File: src/rtl/mem_ctrl_pkg.sv
`default_nettype none
// ============================================================================
// Module      : mem_ctrl_pkg
// Description : Shared types and defaults for the memory swap controller:
//               command opcodes, FSM state encoding and parameter defaults.
//               Macro MEM_SWAP_FILL_EN adds the FILL state to the encoding.
// Revision    : 1.0 - initial release
// ============================================================================
package mem_ctrl_pkg;

  // Parameter defaults for the 8 x 26 memory this controller fronts.
  localparam int DEPTH_DEF = 8;
  localparam int DW_DEF    = 26;
  localparam int MAW_DEF   = 26;

  // Width of the word-address fields carried on the request bus.
  localparam int AW = 3;

  typedef enum logic [1:0] {
    OP_READ  = 2'b00,
    OP_WRITE = 2'b01,
    OP_SWAP  = 2'b10,
    OP_FILL  = 2'b11
  } op_e;

  typedef enum logic [2:0] {
    IDLE = 3'd0,
    RD_A = 3'd1,
    RD_B = 3'd2,
    WR_A = 3'd3,
    WR_B = 3'd4,
    RESP = 3'd5
`ifdef MEM_SWAP_FILL_EN
    , FILL = 3'd6
`endif
  } state_e;

endpackage : mem_ctrl_pkg
`default_nettype wire

File: src/rtl/mem_swap_ctrl_if.sv
`default_nettype none
// ============================================================================
// Module      : mem_swap_ctrl_if
// Description : Command/response handshake plus the memory-side bus of the
//               swap controller. The controller uses the slave modport; the
//               requester together with the memory uses the master modport.
// Revision    : 1.0 - initial release
// ============================================================================
interface mem_swap_ctrl_if #(
  parameter int DW  = 26,
  parameter int MAW = 26
) ();

  // Command channel
  logic          req_valid;
  logic          req_ready;
  logic [1:0]    req_op;
  logic [2:0]    req_addr_a;
  logic [2:0]    req_addr_b;
  logic [DW-1:0] req_data;

  // Response channel
  logic          rsp_valid;
  logic [DW-1:0] rsp_data;
  logic          rsp_err;

  // Memory port (read data is combinational from mem_addr)
  logic [MAW-1:0] mem_addr;
  logic           mem_we;
  logic [DW-1:0]  mem_in;
  logic [DW-1:0]  mem_out;

  modport slave (
    input  req_valid, req_op, req_addr_a, req_addr_b, req_data, mem_out,
    output req_ready, rsp_valid, rsp_data, rsp_err, mem_addr, mem_we, mem_in
  );

  modport master (
    output req_valid, req_op, req_addr_a, req_addr_b, req_data, mem_out,
    input  req_ready, rsp_valid, rsp_data, rsp_err, mem_addr, mem_we, mem_in
  );

endinterface : mem_swap_ctrl_if
`default_nettype wire

File: src/rtl/mem_swap_ctrl.sv
`default_nettype none
// ============================================================================
// Module      : mem_swap_ctrl
// Description : Single-port memory command controller. Executes READ, WRITE,
//               SWAP (exchange two words) and FILL (write one value to every
//               word) one command at a time, with a one-cycle response pulse.
//               Macro MEM_SWAP_FILL_EN enables FILL; without it op 11 is
//               answered immediately with rsp_err=1 and no memory access.
// Revision    : 1.0 - initial release
// ============================================================================
module mem_swap_ctrl
  import mem_ctrl_pkg::*;
#(
  parameter int DEPTH = DEPTH_DEF,
  parameter int DW    = DW_DEF,
  parameter int MAW   = MAW_DEF
) (
  input  logic           clk,
  input  logic           rst_n,
  mem_swap_ctrl_if.slave bus
);

  // Word addresses are AW bits wide, so the memory cannot exceed 2**AW words
  // and the memory address port must be able to carry a full word address.
  if (DEPTH < 1 || DEPTH > (1 << AW) || MAW < AW) begin : g_param_chk
    $error("mem_swap_ctrl: DEPTH must be 1..%0d and MAW >= %0d", 1 << AW, AW);
  end

`ifdef MEM_SWAP_FILL_EN
  localparam int FILL_W = (DEPTH > 1) ? $clog2(DEPTH) : 1;
  localparam logic [FILL_W-1:0] FILL_LAST = FILL_W'(DEPTH - 1);
`endif

  state_e        state_q;
  op_e           op_q;
  logic [AW-1:0] addr_a_q;
  logic [AW-1:0] addr_b_q;
  logic [DW-1:0] data_q;
  logic [DW-1:0] tmp_a_q;
  logic [DW-1:0] tmp_b_q;
  logic          rsp_valid_q;
  logic [DW-1:0] rsp_data_q;
  logic          rsp_err_q;
`ifdef MEM_SWAP_FILL_EN
  logic [FILL_W-1:0] fill_cnt_q;
`endif

  logic [MAW-1:0] mem_addr_d;
  logic           mem_we_d;
  logic [DW-1:0]  mem_in_d;

  // Command FSM: latches the accepted request and walks the access sequence;
  // response outputs are loaded on the transition into RESP.
  always_ff @(posedge clk) begin
    if (!rst_n) begin
      state_q     <= IDLE;
      op_q        <= OP_READ;
      addr_a_q    <= '0;
      addr_b_q    <= '0;
      data_q      <= '0;
      tmp_a_q     <= '0;
      tmp_b_q     <= '0;
      rsp_valid_q <= 1'b0;
      rsp_data_q  <= '0;
      rsp_err_q   <= 1'b0;
`ifdef MEM_SWAP_FILL_EN
      fill_cnt_q  <= '0;
`endif
    end else begin
      rsp_valid_q <= 1'b0;
      unique case (state_q)
        IDLE: begin
          if (bus.req_valid) begin
            op_q     <= op_e'(bus.req_op);
            addr_a_q <= bus.req_addr_a;
            addr_b_q <= bus.req_addr_b;
            data_q   <= bus.req_data;
            unique case (op_e'(bus.req_op))
              OP_READ,
              OP_SWAP:  state_q <= RD_A;
              OP_WRITE: state_q <= WR_A;
              OP_FILL: begin
`ifdef MEM_SWAP_FILL_EN
                fill_cnt_q <= '0;
                state_q    <= FILL;
`else
                state_q     <= RESP;
                rsp_valid_q <= 1'b1;
                rsp_data_q  <= '0;
                rsp_err_q   <= 1'b1;
`endif
              end
            endcase
          end
        end
        RD_A: begin
          tmp_a_q <= bus.mem_out;
          if (op_q == OP_SWAP) begin
            state_q <= RD_B;
          end else begin
            state_q     <= RESP;
            rsp_valid_q <= 1'b1;
            rsp_data_q  <= bus.mem_out;
            rsp_err_q   <= 1'b0;
          end
        end
        RD_B: begin
          tmp_b_q <= bus.mem_out;
          state_q <= WR_A;
        end
        WR_A: begin
          if (op_q == OP_SWAP) begin
            state_q <= WR_B;
          end else begin
            state_q     <= RESP;
            rsp_valid_q <= 1'b1;
            rsp_data_q  <= data_q;
            rsp_err_q   <= 1'b0;
          end
        end
        WR_B: begin
          // Old word at addr_a is the SWAP result, even when addr_a == addr_b.
          state_q     <= RESP;
          rsp_valid_q <= 1'b1;
          rsp_data_q  <= tmp_a_q;
          rsp_err_q   <= 1'b0;
        end
`ifdef MEM_SWAP_FILL_EN
        FILL: begin
          if (fill_cnt_q == FILL_LAST) begin
            state_q     <= RESP;
            rsp_valid_q <= 1'b1;
            rsp_data_q  <= data_q;
            rsp_err_q   <= 1'b0;
          end else begin
            fill_cnt_q <= fill_cnt_q + 1'b1;
          end
        end
`endif
        RESP:    state_q <= IDLE;
        default: state_q <= IDLE;
      endcase
    end
  end

  // Memory port is a pure Moore decode of the state and latched operands.
  always_comb begin
    mem_addr_d = '0;
    mem_we_d   = 1'b0;
    mem_in_d   = '0;
    unique case (state_q)
      RD_A: mem_addr_d = MAW'(addr_a_q);
      RD_B: mem_addr_d = MAW'(addr_b_q);
      WR_A: begin
        mem_addr_d = MAW'(addr_a_q);
        mem_we_d   = 1'b1;
        mem_in_d   = (op_q == OP_SWAP) ? tmp_b_q : data_q;
      end
      WR_B: begin
        mem_addr_d = MAW'(addr_b_q);
        mem_we_d   = 1'b1;
        mem_in_d   = tmp_a_q;
      end
`ifdef MEM_SWAP_FILL_EN
      FILL: begin
        mem_addr_d = MAW'(fill_cnt_q);
        mem_we_d   = 1'b1;
        mem_in_d   = data_q;
      end
`endif
      default: ;
    endcase
  end

  assign bus.req_ready = (state_q == IDLE);
  assign bus.rsp_valid = rsp_valid_q;
  assign bus.rsp_data  = rsp_data_q;
  assign bus.rsp_err   = rsp_err_q;
  assign bus.mem_addr  = mem_addr_d;
  assign bus.mem_we    = mem_we_d;
  assign bus.mem_in    = mem_in_d;

endmodule : mem_swap_ctrl
`default_nettype wire

File: src/flat_wrapper.sv
// flat-port wrapper written by rule: the top's interface ports become plain ports
module mem_swap_ctrl_flat import mem_ctrl_pkg::*;
#(
  parameter int DEPTH = DEPTH_DEF,
  parameter int DW    = DW_DEF,
  parameter int MAW   = MAW_DEF
)
  (clk, rst_n, bus_req_valid, bus_req_op, bus_req_addr_a, bus_req_addr_b, bus_req_data, bus_mem_out, bus_req_ready, bus_rsp_valid, bus_rsp_data, bus_rsp_err, bus_mem_addr, bus_mem_we, bus_mem_in);
  mem_swap_ctrl_if #(.DW(DW), .MAW(MAW)) bus_i ();
  input  logic clk;
  input  logic rst_n;
  input wire logic [$bits(bus_i.req_valid)-1:0] bus_req_valid;
  input wire logic [$bits(bus_i.req_op)-1:0] bus_req_op;
  input wire logic [$bits(bus_i.req_addr_a)-1:0] bus_req_addr_a;
  input wire logic [$bits(bus_i.req_addr_b)-1:0] bus_req_addr_b;
  input wire logic [$bits(bus_i.req_data)-1:0] bus_req_data;
  input wire logic [$bits(bus_i.mem_out)-1:0] bus_mem_out;
  output wire logic [$bits(bus_i.req_ready)-1:0] bus_req_ready;
  output wire logic [$bits(bus_i.rsp_valid)-1:0] bus_rsp_valid;
  output wire logic [$bits(bus_i.rsp_data)-1:0] bus_rsp_data;
  output wire logic [$bits(bus_i.rsp_err)-1:0] bus_rsp_err;
  output wire logic [$bits(bus_i.mem_addr)-1:0] bus_mem_addr;
  output wire logic [$bits(bus_i.mem_we)-1:0] bus_mem_we;
  output wire logic [$bits(bus_i.mem_in)-1:0] bus_mem_in;
  assign bus_i.req_valid = bus_req_valid;
  assign bus_i.req_op = bus_req_op;
  assign bus_i.req_addr_a = bus_req_addr_a;
  assign bus_i.req_addr_b = bus_req_addr_b;
  assign bus_i.req_data = bus_req_data;
  assign bus_i.mem_out = bus_mem_out;
  assign bus_req_ready = bus_i.req_ready;
  assign bus_rsp_valid = bus_i.rsp_valid;
  assign bus_rsp_data = bus_i.rsp_data;
  assign bus_rsp_err = bus_i.rsp_err;
  assign bus_mem_addr = bus_i.mem_addr;
  assign bus_mem_we = bus_i.mem_we;
  assign bus_mem_in = bus_i.mem_in;
  mem_swap_ctrl #(.DEPTH(DEPTH), .DW(DW), .MAW(MAW)) u_core (.clk(clk), .rst_n(rst_n), .bus(bus_i));
endmodule
File: config.mk
export PLATFORM = sky130hd
export DESIGN_NAME = mem_swap_ctrl_flat
export DESIGN_NICKNAME = d
export VERILOG_FILES = /design/src/rtl/mem_ctrl_pkg.sv /design/src/rtl/mem_swap_ctrl_if.sv /design/src/rtl/mem_swap_ctrl.sv /design/src/flat_wrapper.sv
export SDC_FILE = /design/constraint.sdc
export NUM_CORES = 1
export LEC_CHECK = 0
export CORE_UTILIZATION = 37
export CTS_CLUSTER_SIZE = 24
export DETAILED_ROUTE_END_ITERATION = 16
export RECOVER_POWER = 25
export SLEW_MARGIN = 20
export SYNTH_ARGS = -nofsm -noshare
export SYNTH_HDL_FRONTEND = slang
export SYNTH_SLANG_ARGS = --single-unit
File: constraint.sdc
create_clock -name clk -period 2.4 [get_ports clk]
set_input_delay 0.6 -clock clk [delete_from_list [all_inputs] [get_ports clk]]
set_output_delay 0.6 -clock clk [all_outputs]
set_load 0.01 [all_outputs]
Run 1, logic cells by family:
Drawn at 4 px/µm.
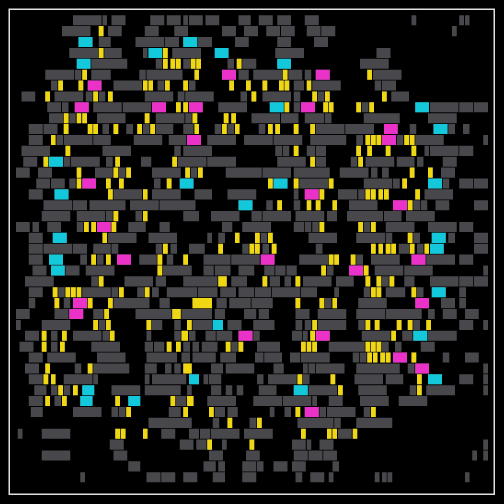
| family | colour | cells |
|---|---|---|
| mux cells | magenta | 26 |
| non-inverting ao/oa cells | cyan | 29 |
| nand cells | yellow | 229 |

Run 1, a small window of the routed layout:
Window x 45 to 75, y 70 to 100 µm. Cells in grey, sequential cells in the stronger grey; small squares are vias.
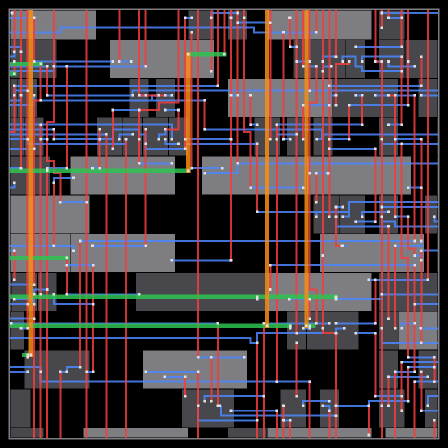
| layer | colour |
|---|---|
| M1 | blue |
| M2 | red |
| M3 | green |
| M4 | orange |
most frequent: nand2_1 (17), dfxtp_1 (13), a21oi_1 (9)
cells with their middle in the window: 51
netlist names of flops here include: u_core.bus.rsp_data (4), u_core.tmp_a_q (4), u_core.tmp_b_q (3)
sequential cells in the window: 13

==> metrics.yaml, run 1 <==
status:
  status: "finished with violations"
  failed_checks: "setup timing"
synth:
  ys_ff: 117
  ys_cells: 655
  syn_area_per_cell_um2: 7.98
  synth.most_common_cell: "nand2_1"
  syn_area_mm2: 0.00523
  synth_cells: 655
  topCellsByArea: "dfxtp_1 (45%), nand2_1 (16%), a21oi_1 (8.7%)"
  async_flop_share_pct: 0
  synth-main-ff-cell: "dfxtp_1"
  edf_count: 0
  top_cell_area_share_pct: 44.8
  common_cells: "nand2_1 (223), dfxtp_1 (117), a21oi_1 (91)"
  synth_cell_types: 40
  ys_warn_count: 0
  netlist.top_cell.by_area: "dfxtp_1"
route:
  drt_iter0_drc: 291
  wl_per_cell_um: 16.9
  drt-total-wl_mm: 16.4
  vias: 5069
  drc: 0
  vias_per_cell: 5.20
  ant_nets: 0
critical_path:
  r2r_end: "u_core.tmp_a_q[10]"
  crit_type: "reg2out"
  reg2regPathDepth: 5
  crit_family: "AND-OR/OR-AND gates"
  endpoint_kind: "primary output"
  crit_fanout: 5
  crit_chain: "nor2b_4 > and3_4 > buf_6 > a222oi_1 > inv_1 > buf_2"
  slowest_stage: "a222oi_1"
  timing.rr.start: "u_core.state_q[1]"
  r2r_setup_slack_ns: 0.45
  critPathBufInv: 3
  worst_ep_required_time_ns: 1.80
  arrival_ns: 1.83
hold_path:
  hold-path-endpoint: "u_core.tmp_a_q[12]"
  worstHoldStart: "u_core.tmp_a_q[12]"
  min_path_cells: 2
  hold_class: "reg2reg"
die:
  core_area_mm2: 0.0138
  placementRows: 43
  io_pins: 145
  fp.dieW_um: 121
  die_h_um: 121
  initCoreUtil_pct: 37.8
global_routing:
  antenna_found_initial: 0
  grt_pass1_wl_mm: 26.2
  grt.overflow.total: 0
  grt_pass1_vias: 5068
final_timing:
  rsz0062_at_grt: "yes"
  finalCritPeriodShare_pct: 101
  slew_headroom_pct: 44.3
  worst_slack_ns: -0.0340
  fin_crit_ns: 2.43
  fin_worst_skew_ns: 0.00892
  hold_viol_final: 0
  final-setup-viol-count: 1
  slew_viol_final: 0
cells_and_area:
  diodes: 0
  fillCellCount: 1305
  fin_cells: 974
  final_core_util_pct: 52.8
  syn2layout_area_growth_pct: 39.5
  finalNetCount: 846
clock_tree:
  cts_inserted_buffers: 17
  cts.clk_slew.worst_paths_ns: 0.05
  htreeDepth: 4
  insertion_delay_ns: 0.41
  cts_root_buf: "clkbuf_16"
  cts_tree: "built"
  clockBufferDepth: 2
placement:
  place_hpwl_mm: 10.9
  gp_congestion: 0.847
  dp_cells: 938
  port_buffers: 121
run:
  cap_violations: 0
power:
  powerDensity_mw_per_mm2: 838
  power_w: 0.00612
  peakVddDrop_v: 0.000437
Run 1, signal wires on met1:
Drawn at 3 px/µm. Supply wires on this layer in grey.
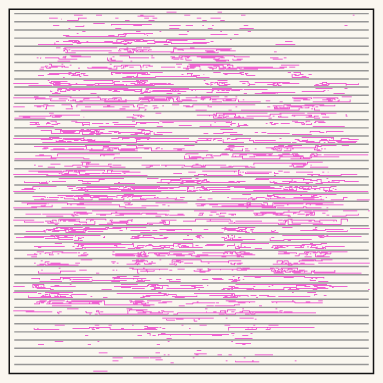
nets with wire on the layer: 747
longest straight run: 33.6 µm
share of all routed wire: 42%
wire length on this layer: 6840 µm
main direction: horizontal

run 1: cells in the final DEF (no fill, tap or decap), types with 7 or more instances in the layout:
cell             count
nand2_1            223
dfxtp_1            112
a21oi_1             91
clkdlybuf4s50_1     89
o21ai_0             26
mux2i_1             26
buf_4               26
a32o_1              24
conb_1              23
clkbuf_16           17
a22oi_2             15
buf_2               11
buf_6               10
a22oi_1              9
clkdlybuf4s15_1      9
dlygate4sd2_1        7
run 1: per-layer routing:
layer / track usage (%) / routed length, µm / vias to the layer above
met4: 11.4 / 359 / 0
li1: - / - / 2450
met2: 39.5 / 8370 / 176
met5: 0 / 0 / -
met1: 27.9 / 6840 / 2417
met3: 4.93 / 869 / 26
run 1: what timing repair did:
action	in CTS	in global routing
hold buffers	0	0
buffers inserted	3	0
setup endpoints to repair	31	21
gates cloned	3	0
gates resized	97	32
pin swaps	6	7
run 1: registers in the layout, summed over array words and instances, names as in the netlist:
signal                flops
u_core.bus.rsp_valid      1
u_core.addr_b_q           3
u_core.tmp_a_q           26
u_core.op_q               2
u_core.bus.rsp_err        1
u_core.tmp_b_q           26
u_core.data_q            26
u_core.state_q            3
u_core.bus.rsp_data      26
u_core.addr_a_q           3
run 1: worst max path at each step:
stage | start | end | slack, ns | cells after the start
after floorplan | u_core.state_q[0] | bus_mem_in[0] | 0.41 | 7
after global placement | u_core.op_q[0] | bus_mem_in[17] | 0.001 | 6
after detailed placement | u_core.state_q[0] | bus_mem_in[22] | -0.009 | 6
after CTS | u_core.op_q[0] | bus_mem_in[17] | -0.08 | 6
after global routing | u_core.op_q[1] | bus_mem_in[17] | -0.08 | 6
final | u_core.op_q[1] | bus_mem_in[17] | -0.03 | 6
run 1: stage by stage:
| step | cell area, µm² | setup slack (ns) | hold slack [ns] | setup TNS (ns) |
|---|---|---|---|---|
| after floorplan | 5310 | 0.407 | 0.436 | 0 |
| after global placement | 6610 | 0.00131 | 0.442 | 0 |
| after detailed placement | 6610 | -0.00918 | 0.447 | -0.00918 |
| after CTS | 7250 | -0.0837 | 0.456 | -0.118 |
| after global routing | 7300 | -0.0761 | 0.468 | -0.320 |
| final | 7300 | -0.0340 | 0.454 | -0.0340 |
run 1: power by group:
part | leakage (nW) | switching, W | internal (W) | total (W)
Sequential | 0.955 | 0.000131 | 0.00214 | 0.00227
Clock | 0.280 | 0.000816 | 0.00162 | 0.00244
Combinational | 1.59 | 0.000838 | 0.000572 | 0.00141
Total | 2.82 | 0.00178 | 0.00433 | 0.00612
run 1: cell families (layout without fill, tap and decap cells):
family                 count (synthesis)  in the layout  share of synthesized area, %
other                                  1             23                        0.0717
buffers and inverters                 80            197                          8.83
flip-flops                           117            117                          44.8
AND-OR/OR-AND                        180            180                          21.7
XOR/XNOR                               1              1                         0.167
multiplexers                          26             26                          4.98
AND/OR/NAND/NOR                      250            250                          19.4
run 1: area by class of cell:
type | count | area, µm² | area share (%)
well taps | 180 | 225 | 3.09
clock inverters | 4 | 70.1 | 0.960
flip-flops and latches | 117 | 2350 | 32.3
multi-input cells | 480 | 2620 | 36.0
repair buffers | 163 | 1510 | 20.7
clock buffers | 26 | 499 | 6.84
inverters | 4 | 15.0 | 0.206
--- run 2 (diff from run 1) ---
--- a/config.mk
+++ b/config.mk
@@ -8,8 +8,9 @@
 export CORE_UTILIZATION = 37
 export CTS_CLUSTER_SIZE = 24
 export DETAILED_ROUTE_END_ITERATION = 16
+export PLACE_DENSITY = 0.76
 export RECOVER_POWER = 25
-export SLEW_MARGIN = 20
+export SKIP_CTS_REPAIR_TIMING = 1
 export SYNTH_ARGS = -nofsm -noshare
 export SYNTH_HDL_FRONTEND = slang
 export SYNTH_SLANG_ARGS = --single-unit
Run 2, signal wires on met1:
Drawn at 3 px/µm. Supply wires on this layer in grey.
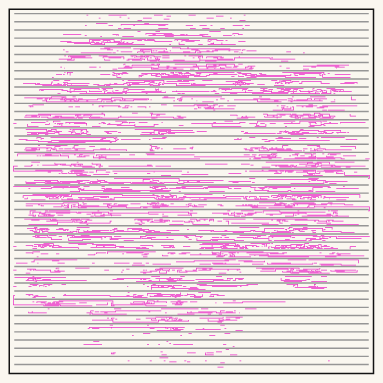
longest straight run: 35.0 µm
main direction: horizontal
nets with wire on the layer: 750
share of all routed wire: 41%

==> run 2 against run 1 <==
The flow still finishes with violations (setup timing). Largest power group unchanged. Highest routed layer unchanged. Routed wire length decreased by 0.49%. Sequential power about the same. Via count rose by 1.0%. Clock power is 3% lower. Setup slack got worse by 0.073 ns. Final cell count rose by 1.1%. Worst hold slack got worse by 0.0012 ns. Clock skew about the same. Synthesized cell count stayed put. Fmax fell by 2.9%. Die size unchanged.
==> metrics.yaml, run 2 <==
cells_and_area:
  final_layout_top_logic_cells: "nand2_1 (192), dfxtp_1 (115), a21oi_1 (91)"
  fillCellCount: 1276  # -2.2%
  mostFrequentLayoutCell: "nand2_1"
  syn2layout_area_growth_pct: 44.0
  finalNetCount: 857  # +1.3%
  drive_gt1_share_pct: 18.6
  diodes: 0  # unchanged
  final_core_util_pct: 54.5  # +1.7 points
critical_path:
  worst_ep_required_time_ns: 1.80  # about the same
  r2r_setup_slack_ns: 0.51  # +0.06 ns
  reg2regPathDepth: 8  # +3
  endpoint_kind: "primary output"
  crit_type: "reg2out"
  crit_path_end: "bus_mem_in[22]"
  crit_fanout: 8  # +3
  crit_path_start: "u_core.state_q[2]"
  startpoint_type: "register"
  r2r_end: "u_core.bus.rsp_data[23]"
  arrival_ns: 1.91  # +0.08 ns
  timing.rr.start: "u_core.state_q[2]"
run:
  cap_violations: 0  # unchanged
  warning_count: 27
final_timing:
  whs_ns: 0.453  # -0.00124 ns
  finalCritPeriodShare_pct: 104  # +3.0 points
  fin_worst_skew_ns: 0.00942  # +0.000495 ns
  fmax_ghz: 0.399
  worst_slack_ns: -0.107  # -0.0725 ns
  tightest_slew_ns: 0.702
  hold_viol_final: 0  # unchanged
  fin_crit_ns: 2.51  # +0.0725 ns
  slew_viol_final: 0  # unchanged
  final-setup-viol-count: 6  # +5
  fin_tns_setup_ns: -0.300  # -0.266 ns
  slew_headroom_pct: 53.2  # +8.9 points
  rsz0062_at_grt: "yes"
route:
  wl_per_cell_um: 16.6  # -1.6%
  ant_nets: 0  # unchanged
  vias: 5122  # +1.0%
  vias_per_cell: 5.20  # about the same
  drt-total-wl_mm: 16.4  # -0.49%
  drc: 0  # unchanged
  drt_pre_antenna_iters: 7
  drt_iter0_drc: 545  # +87%
clock_tree:
  htreeDepth: 4  # unchanged
  insertion_delay_ns: 0.41  # about the same
  cts_root_buf: "clkbuf_16"
  cts.clk_slew.worst_paths_ns: 0.05  # about the same
  cts_tree: "built"
  cts_inserted_buffers: 17  # unchanged
  clockBufferDepth: 2  # unchanged
global_routing:
  grt.overflow.total: 0  # unchanged
  grt_usage_pct: 22.5
  grt_pass1_vias: 4918  # -3.0%
  grt_pass1_wl_mm: 25.2  # -3.7%
  antenna_found_initial: 0  # unchanged
power:
  p_switching_w: 0.00184  # +2.8%
  peakVddDrop_v: 0.000641  # +47%
  powerDensity_mw_per_mm2: 823  # -1.9%
  p_int_w: 0.00436  # +0.62%
  seq_power_share_pct: 36.6  # -0.5 points
  swShare_pct: 29.6  # +0.45 points
  pwr-share-comb_pct: 25.1  # +2.1 points
  clkPwrFrac_pct: 38.3  # -1.5 points
placement:
  port_buffers: 121  # unchanged
  place_ws_ns: 0.00606  # +0.0152 ns
  gp_congestion: 0.799  # -5.7%
  place_hpwl_mm: 9.96  # -8.3%
status:
  failed_checks: "setup timing"
  status: "finished with violations"
synth:
  netlist.top_cell.by_area: "dfxtp_1"
  edf_count: 0  # unchanged
  synth_cells: 655  # unchanged
  syn_area_per_cell_um2: 7.98  # unchanged
  syn_area_mm2: 0.00523  # unchanged
  synth-main-ff-cell: "dfxtp_1"
  ys_cells: 655  # unchanged
  synth.most_common_cell: "nand2_1"
  top_cell_area_share_pct: 44.8  # unchanged
  common_cells: "nand2_1 (223), dfxtp_1 (117), a21oi_1 (91)"
  yosys_area_mm2: 0.00523
  async_flop_share_pct: 0  # unchanged
  ys_ff: 117  # unchanged
  synth_cell_types: 40  # unchanged
  topCellsByArea: "dfxtp_1 (45%), nand2_1 (16%), a21oi_1 (8.7%)"
  ys_warn_count: 0  # unchanged
hold_path:
  hold_class: "reg2reg"
die:
  core_area_mm2: 0.0138  # unchanged
  initCoreUtil_pct: 37.8  # unchanged
  fp.dieW_um: 121  # unchanged
  chip_area_mm2: 0.0146
  die_h_um: 121  # unchanged
  io_pins: 145  # unchanged
  placementRows: 43  # unchanged
Run 2, logic cells by family:
Drawn at 4 px/µm.
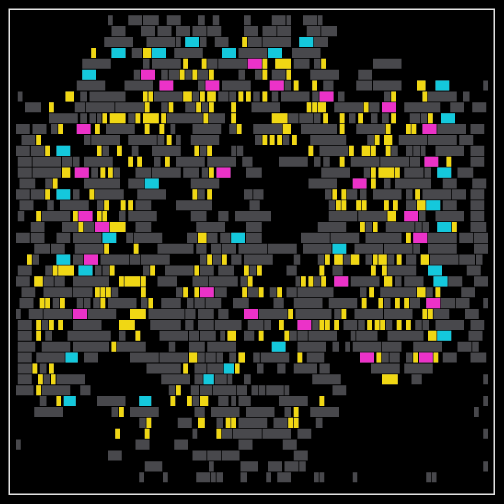
| family | colour | cells |
|---|---|---|
| nand cells | yellow | 229 |
| non-inverting ao/oa cells | cyan | 29 |
| mux cells | magenta | 26 |

==> run 2: power by group through the flow <==
stage	Clock (W)	Combinational (W)	Sequential, W
6_report	0.00237	0.00155	0.00227
5_1_grt	0.00249	0.00169	0.00229
4_1_cts	0.00241	0.00141	0.00225
3_5_place_dp	0	0.00140	0.00228
3_3_place_gp	0	0.00138	0.00228
2_1_floorplan	0	0.000861	0.00227
==> run 2: area by class of cell <==
type | instances | area, µm² | share of cell area [%]
clock buffer | 26 | 509 | 6.76
sequential | 117 | 2350 | 31.2
multi-input combinational | 480 | 2670 | 35.4
clock inverter | 4 | 45.0 | 0.598
inverter | 4 | 15.0 | 0.199
timing repair buffer | 174 | 1720 | 22.8
tap | 180 | 225 | 2.99
==> run 2: logic make-up after synthesis <==
logic type / share of synthesized area, %
simple gates: 19.4
compound gates: 21.7
flops: 44.8
buf+inv: 8.83
mux: 4.98
xor+xnor: 0.167
other cells: 0.0717
==> run 2: routing by layer <==
layer	GRT usage (%)	part of all wire, %	routed length, µm
met1	27.4	41	6770
met2	37.6	50	8210
met3	5.64	6.9	1120
met4	9.34	1.5	253
met5	0	0	0
==> run 2: critical path, cell delays in order, from the launching register on <==
cell and delay, ns:
dfxtp_2 0.33, buf_6 0.13, nor3b_4 0.32, buf_4 0.18
buf_6 0.10, buf_6 0.11, buf_6 0.10, nand2_4 0.05
nand2_1 0.05, buf_2 0.12
==> run 2: worst min path at each step <==
stage | startpoint | end | slack, ns | cells past startpoint
final | u_core.addr_b_q[1] | u_core.addr_b_q[1] | 0.45 | 2
after global routing | u_core.tmp_a_q[7] | u_core.tmp_a_q[7] | 0.47 | 2
after CTS | u_core.tmp_a_q[7] | u_core.tmp_a_q[7] | 0.45 | 2
after detailed placement | u_core.tmp_a_q[7] | u_core.tmp_a_q[7] | 0.45 | 2
after global placement | u_core.tmp_a_q[0] | u_core.tmp_a_q[0] | 0.44 | 2
after floorplan | u_core.tmp_b_q[17] | u_core.tmp_b_q[17] | 0.44 | 2
==> run 2: stage by stage <==
step,area (µm²),instances,total power (W)
floorplan,5310,677,0.00313
global placement,6660,935,0.00366
detailed placement,6660,935,0.00369
CTS,7210,965,0.00606
global route,7530,985,0.00647
finish,7530,985,0.00619
--- run 3 (diff from run 2) ---
==> constraint.sdc (replaced) <==
create_clock -name clk -period 3.16 [get_ports clk]
set_input_delay 0.79 -clock clk [delete_from_list [all_inputs] [get_ports clk]]
set_output_delay 0.79 -clock clk [all_outputs]
set_load 0.01 [all_outputs]
Run 3, logic cells by family:
Drawn at 4 px/µm.
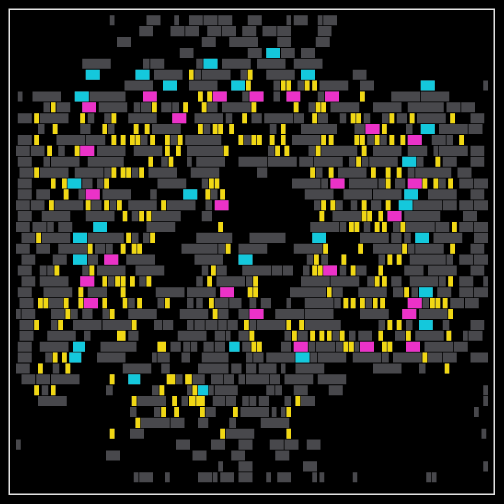
| family | colour | cells |
|---|---|---|
| mux cells | magenta | 26 |
| non-inverting ao/oa cells | cyan | 29 |
| nand cells | yellow | 229 |

==> run 3 against run 2 <==
The flow now finishes without violations. Count of clock-buffer cells in the layout decreased by 2. Sequential share of layout area grew 2.3 points. Power is 29% lower. Die size unchanged. Worst hold slack worse by 0.00076 ns. Sequential power down 25%. Setup slack better by 0.24 ns. Synthesized cell count stayed put. Synthesized area unchanged. Register-to-register slack better by 0.49 ns. Utilization down 3.8 points. Critical path type unchanged. Largest power group unchanged. Highest routed layer unchanged.
==> metrics.yaml, run 3 <==
route:
  wl_per_cell_um: 16.0  # -3.4%
  drt-total-wl_mm: 15.3  # -6.4%
  drt_iter0_drc: 565  # +3.7%
  drc: 0  # unchanged
  vias_per_cell: 5.21  # +0.10%
  ant_nets: 0  # unchanged
  drt_pre_antenna_iters: 5  # -2
  vias: 4966  # -3.0%
die:
  fp.dieW_um: 121  # unchanged
  chip_area_mm2: 0.0146  # unchanged
  io_pins: 145  # unchanged
  initCoreUtil_pct: 37.8  # unchanged
  core_area_mm2: 0.0138  # unchanged
  placementRows: 43  # unchanged
  die_h_um: 121  # unchanged
critical_path:
  endpoint_kind: "primary output"
  arrival_ns: 2.23  # +0.32 ns
  crit_fanout: 13  # +5
  startpoint_type: "register"
  worst_ep_required_time_ns: 2.37  # +0.57 ns
  reg2regPathDepth: 4  # -4
  crit_type: "reg2out"
final_timing:
  final-setup-viol-count: 0  # -6
  finalCritPeriodShare_pct: 95.7
  worst_slack_ns: 0.136  # +0.242 ns
  tightest_slew_ns: 1.25  # +0.552 ns
  hold_viol_final: 0  # unchanged
  fin_worst_skew_ns: 0.00660  # -0.00282 ns
  slew_headroom_pct: 16.3  # -37 points
  fmax_ghz: 0.331
  whs_ns: 0.452  # -0.000755 ns
  fin_tns_setup_ns: 0  # +0.300 ns
  slew_viol_final: 0  # unchanged
  fin_crit_ns: 3.02
  rsz0062_at_grt: "no"
synth:
  top_cell_area_share_pct: 44.8  # unchanged
  common_cells: "nand2_1 (223), dfxtp_1 (117), a21oi_1 (91)"
  synth_cell_types: 40  # unchanged
  synth.most_common_cell: "nand2_1"
  seq_area_frac_synth_pct: 44.8
  yosys_area_mm2: 0.00523  # unchanged
  synth_cells: 655  # unchanged
  topCellsByArea: "dfxtp_1 (45%), nand2_1 (16%), a21oi_1 (8.7%)"
  ys_warn_count: 0  # unchanged
  edf_count: 0  # unchanged
  synth-main-ff-cell: "dfxtp_1"
  ys_cells: 655  # unchanged
  async_flop_share_pct: 0  # unchanged
  netlist.top_cell.by_area: "dfxtp_1"
  ys_ff: 117  # unchanged
  syn_area_mm2: 0.00523  # unchanged
  syn_area_per_cell_um2: 7.98  # unchanged
global_routing:
  grt_max_degree: 54
  grt.overflow.total: 0  # unchanged
  grt_pass1_vias: 4696  # -4.5%
  grt_pass1_wl_mm: 24.1  # -4.2%
  grt_usage_pct: 21.4  # -1.1 points
  antenna_found_initial: 0  # unchanged
clock_tree:
  clock-sinks: 117
  cts_root_buf: "clkbuf_16"
  htreeDepth: 4  # unchanged
  cts_inserted_buffers: 17  # unchanged
  insertion_delay_ns: 0.40  # about the same
  cts_tree: "built"
  clockBufferDepth: 2  # unchanged
  cts.clk_slew.worst_paths_ns: 0.05  # about the same
hold_path:
  min_path_cells: 2  # unchanged
  hold_class: "reg2reg"
run:
  cap_violations: 0  # unchanged
  warning_count: 26  # -3.7%
cells_and_area:
  final_layout_top_logic_cells: "nand2_1 (223), dfxtp_1 (116), clkdlybuf4s50_1 (112)"
  mostFrequentLayoutCell: "nand2_1"
  fin_cells: 954  # -3.1%
  syn2layout_area_growth_pct: 33.9
  drive_gt1_share_pct: 7.75  # -11 points
  finalNetCount: 827  # -3.5%
  post-route-cell-area_mm2: 0.00701  # -7.0%
  diodes: 0  # unchanged
power:
  powerDensity_mw_per_mm2: 629  # -24%
  p_leak_nw: 2.67
  peakVddDrop_v: 0.000422  # -34%
status:
  status: "finished clean"
placement:
  dp_cells: 923  # -1.3%
  gp_congestion: 0.745  # -6.8%
  placed_cell_area_mm2: 0.00648  # -2.7%
  port_buffers: 121  # unchanged
  place_ws_ns: 0.506  # +0.500 ns
  place_hpwl_mm: 9.66  # -3.0%
Run 3, metal layers overlaid:
Drawn at 3 px/µm. Only two layers are drawn.
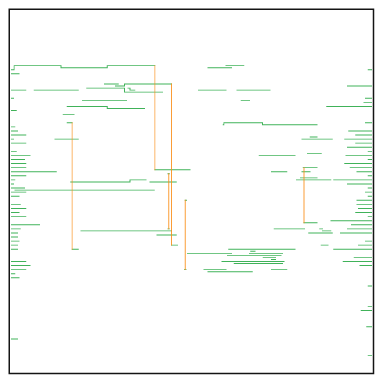
| layer | colour | wire length |
|---|---|---|
| M4 | orange | 190 µm |
| M3 | green | 967 µm |

==> run 3: final timing paths <==
| check | startpoint | end | slack, ns |
|---|---|---|---|
| worst max register to register | u_core.state_q[1] | u_core.tmp_a_q[6] | 1.00 |
| worst min register to register | u_core.tmp_b_q[11] | u_core.tmp_b_q[11] | 0.45 |
| worst min-delay path | u_core.tmp_b_q[11] | u_core.tmp_b_q[11] | 0.45 |
| worst max-delay path | u_core.state_q[2] | bus_mem_in[4] | 0.14 |
==> run 3: layer usage <==
metal	vias up	part of all wire (%)	wire, µm	global-route usage (%)
li1	2423	-	-	-
met1	2338	44	6710	27.5
met2	191	49	7430	35.8
met3	14	6.3	966	3.48
met4	0	1.2	190	8.49
met5	-	0	0	0
==> run 3: report_power, final <==
group	total [W]	switching (W)	internal, W	leakage [nW]
logic	0.000974	0.000594	0.000380	1.45
registers	0.00171	0.0000927	0.00162	0.953
clock network	0.00172	0.000633	0.00108	0.267
==> run 3: layout make-up <==
type	count	area, µm²
fillers	1330	6820
multi-input cells	480	2510
flip-flops and latches	117	2340
repair buffers	144	1380
clock buffers	24	502
well taps	180	225
clock inverters	5	25.0
inverters	4	15.0
==> run 3: logic make-up (layout without fill, tap and decap cells) <==
family                 Yosys count  count (layout)  synth area share, %
multiplexers                    26              26                 4.98
buffers and inverters           80             177                 8.83
flip-flops                     117             117                 44.8
AND/OR/NAND/NOR                250             250                 19.4
AND-OR/OR-AND                  180             180                 21.7
XOR/XNOR                         1               1                0.167
other                            1              23               0.0717
==> run 3: stage by stage <==
stage	utilization [%]	total power [W]
finish	50.7	0.00440
global route	50.7	0.00460
CTS	50.7	0.00443
detailed placement	46.9	0.00272
global placement	46.9	0.00270
floorplan	-	0.00238
==> run 3: critical path: stages, from the launching register on <==
cell             delay (ns)
dfxtp_1                0.34
buf_4                  0.18
nor3b_4                0.32
buf_4                  0.27
nand2_1                0.09
nand2_1                0.09
clkdlybuf4s50_1        0.54
No activity file was given, so power comes from the tool's default toggle rates.
